==> config.mk <==
export PLATFORM = sky130hd
export DESIGN_NAME = rvfi_trace_buffer
export DESIGN_NICKNAME = d
export VERILOG_FILES = /design/src/rtl/rvfi_trace_pkg.sv /design/src/rtl/rvfi_trace_mem.sv /design/src/rtl/rvfi_trace_buffer.sv
export SDC_FILE = /design/constraint.sdc
export NUM_CORES = 2
export LEC_CHECK = 0
export CAP_MARGIN = 20
export CORE_MARGIN = 2
export CORE_UTILIZATION = 40
export CTS_CLUSTER_SIZE = 16
export DETAILED_ROUTE_END_ITERATION = 6
export PLACE_DENSITY = 0.53
export SYNTH_ARGS = -nofsm -noshare
export SYNTH_HDL_FRONTEND = slang
export SYNTH_SLANG_ARGS = --single-unit
export TNS_END_PERCENT = 50
==> constraint.sdc <==
create_clock -name clk_i -period 18.6 [get_ports clk_i]
set_input_delay 1.86 -clock clk_i [delete_from_list [all_inputs] [get_ports clk_i]]
set_output_delay 1.86 -clock clk_i [all_outputs]
set_load 0.05 [all_outputs]
==> images/power_grid.png <==
(0.5 px per µm) Pins as bars on the die edge.
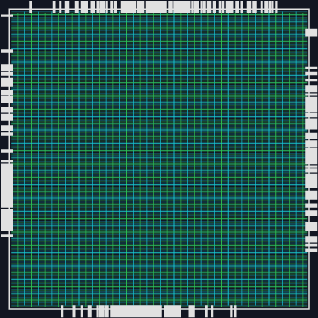
- green: VSS
- cyan: VDD
- met5 straps: 43
- met1 rails: 218
- rows: 217
Peak VDD IR: 0.000202 V
Die H: 596 µm
Core Region: 0.349 mm²

==> images/placement_by_type.png <==
(1 px per µm) Fill, decap, tap and diode cells in grey.
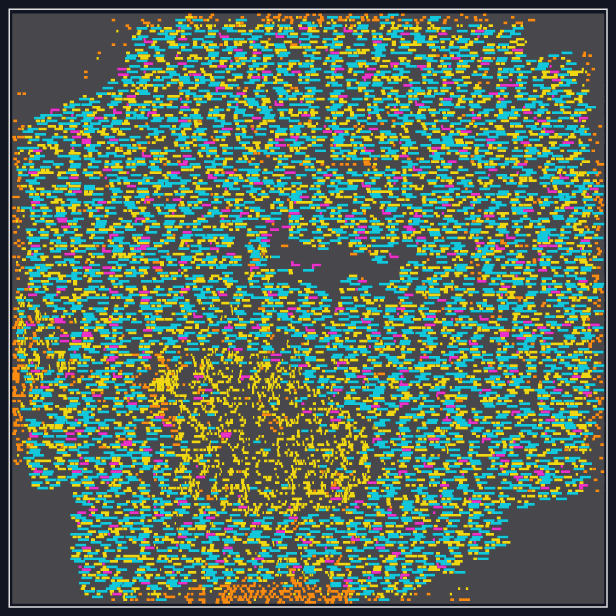
- magenta: clock drivers and dummy loads (cells 574; share of their area 6.4%)
- cyan: flops (cells 2691; share of their area 52%)
- orange: other buffers and delay cells (cells 791; share of their area 5.0%)
- yellow: combinational and other logic (cells 5053; share of their area 37%)
row cnt: 217
post-route cell area: 0.160 mm²

==> images/clk_routes.png <==
(1 px per µm)
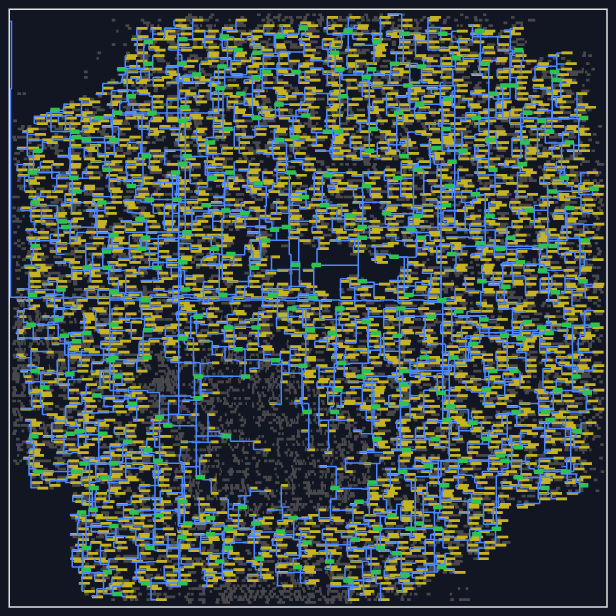
- yellow: flip-flops (count 2691)
- blue: clock wires (length 38.8 mm)
- green: clock drivers (count 318)
- routed clock nets: 319
Clock power frac: 0.282
Power Clock: 6.12 mW
Fin Clk Skew: 0.0370 ns
worst skew pair latency: 0.94 ns

==> images/wires.png <==
(1 px per µm) Only two layers are drawn.
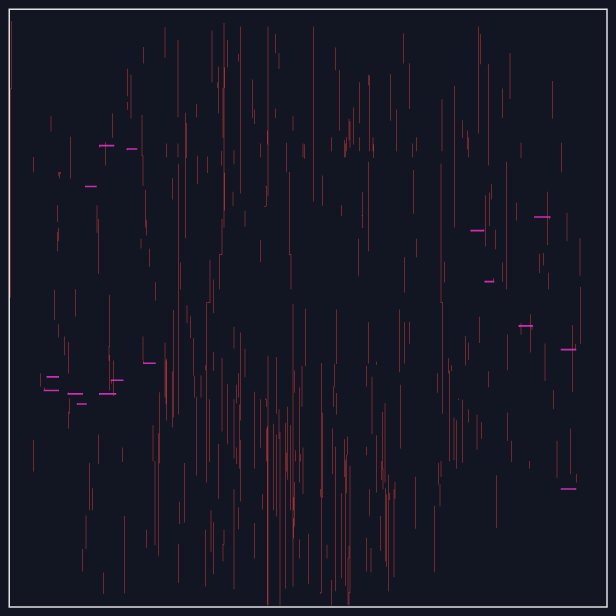
- red: metal 4 (wire length 13400 µm)
- magenta: metal 5 (wire length 193 µm)
Via Count: 84546
final wirelength: 487000 µm
GRT Total Usage: 0.269

==> impl_metrics.csv <==
group,metric,value,unit
outcome,outcome,"finished clean",
setup_path,critPathSlowestCell,"dfxtp_4",
layout,ff_latch_area,0.0797,mm²
layout,seq_share,0.497,
layout,inverters,51,
worst_hold_path,holdCritPathClass,"flip-flop to flip-flop",
layout,lay_top_count,"edfxtp_1",
setup_path,path_max_fanout,99,
setup_path,endpoint_kind,"output pin",
layout,nMultiInputCombCells,5002,
logic_synthesis,top_logic_kind,"multiplexers",
layout,largest_register_ff_count,2576,
floorplanning,initial_utilization,0.402,
floorplanning,die_x,596,µm
sta,fin_crit_sh,0.448,
clock_network,cts-root-buf,"clkbuf_16",
power,powerDensity,136,mW/mm²
grt,grt_pass1_wl,684000,µm
sta,setup_violations,0,
power,p_leak,50.3,nW
logic_synthesis,synth_cell_types,81,
layout,nNonClkBuffers,791,
detailed_routing,via_per_inst,6.15,
logic_synthesis,yosys.area.top_type,"edfxtp_1",
floorplanning,taps,4599,
layout,antenna_cells,44,
logic_synthesis,ys_area,0.140,mm²
detailed_routing,routedWlPerCell,35.4,µm
clock_network,cts_buffers,318,
layout,comb_area_share,0.355,
sta,fin_crit,8.32,ns
placed_design,globalplace.congestion,0.965,
power,seqPwrFrac,0.365,
logic_synthesis,ys_sh_xor,0.0188,
layout,drive_gt1_frac,0.441,
logic_synthesis,synth-async-reset-ratio,0,
placed_design,numPortBuffers,528,
layout,fill_cells,30353,
logic_synthesis,compound_area_frac,0.0192,
floorplanning,io_pins,529,
logic_synthesis,top_cells_by_count,"2576 x edfxtp_1, 2447 x mux2_2, 920 x clkbuf_1",
clock_network,cts_resized,0,
layout,comb_area,0.0568,mm²
layout,buf_share,0.0482,
logic_synthesis,avgSynthCellArea,16.0,µm²
layout,fin_nets,9205,
setup_path,crit_type,"flip-flop to output pin",
logic_synthesis,syn_nets,9122,
logic_synthesis,top_cell,"edfxtp_1",
setup_path,crit_buf_inv,4,
job,drv_cap,0,
grt,antenna_found_initial,83,
layout,area_delta_synth_final,14.1,%
clock_network,cts_tree,"yes",
logic_synthesis,ys.flops,2691,
layout,final_cell_mix,"2576 x edfxtp_1, 2447 x mux2_2, 805 x mux4_2",
clock_network,cts.clk_slew.worst_paths,0.07,ns
power,power_leader,"registers",
floorplanning,chip_area,0.356,mm²
sta,slew-limit-headroom,0.172,
detailed_routing,postRouteAntennaNets,0,
logic_synthesis,synthMuxAreaShare,0.327,
setup_path,worst-path-stages,7,
clock_network,holdBufCountCts,0,
setup_path,cpLargestDelayFamily,"buffers and inverters",
sta,clock.fmax,0.120,GHz
logic_synthesis,synth_warnings,0,
layout,seq_cells,2691,
setup_path,reg2reg_depth,17,
clock_network,htreeDepth,5,
clock_network,cts_setup_buffers,0,
detailed_routing,dr.pass1.iters,5,
logic_synthesis,ys_sh_simple,0.0362,
layout,n_clock_buffer,409,
job,warning_count,46,
worst_hold_path,worst_hold_path.num_cells,2,
sta,worst_pin_slew,1.24,ns
-- metrics by stage --
step | utilization | hold slack (ns) | cells | worst slack (ns) | cell area, µm²
floorplan | - | 0.485 | 8772 | 3.12 | 140000
global placement | 0.429 | 0.495 | 13125 | 10.99 | 150000
detailed placement | 0.430 | 0.503 | 13130 | 11.00 | 150000
CTS | 0.458 | 0.521 | 13704 | 9.94 | 160000
global route | 0.458 | 0.554 | 13737 | 9.79 | 160000
finish | 0.458 | 0.524 | 13752 | 10.28 | 160000
-- layer usage --
| metal | share of wire | vias to the layer above | GRT usage |
|---|---|---|---|
| met5 | 0.00040 | - | 0 |
| met4 | 0.028 | 32 | 0.0774 |
| met3 | 0.058 | 719 | 0.0366 |
| met2 | 0.48 | 3165 | 0.436 |
| met1 | 0.43 | 45823 | 0.377 |
| li1 | - | 34807 | - |
Power and IR drop assume default switching activity.
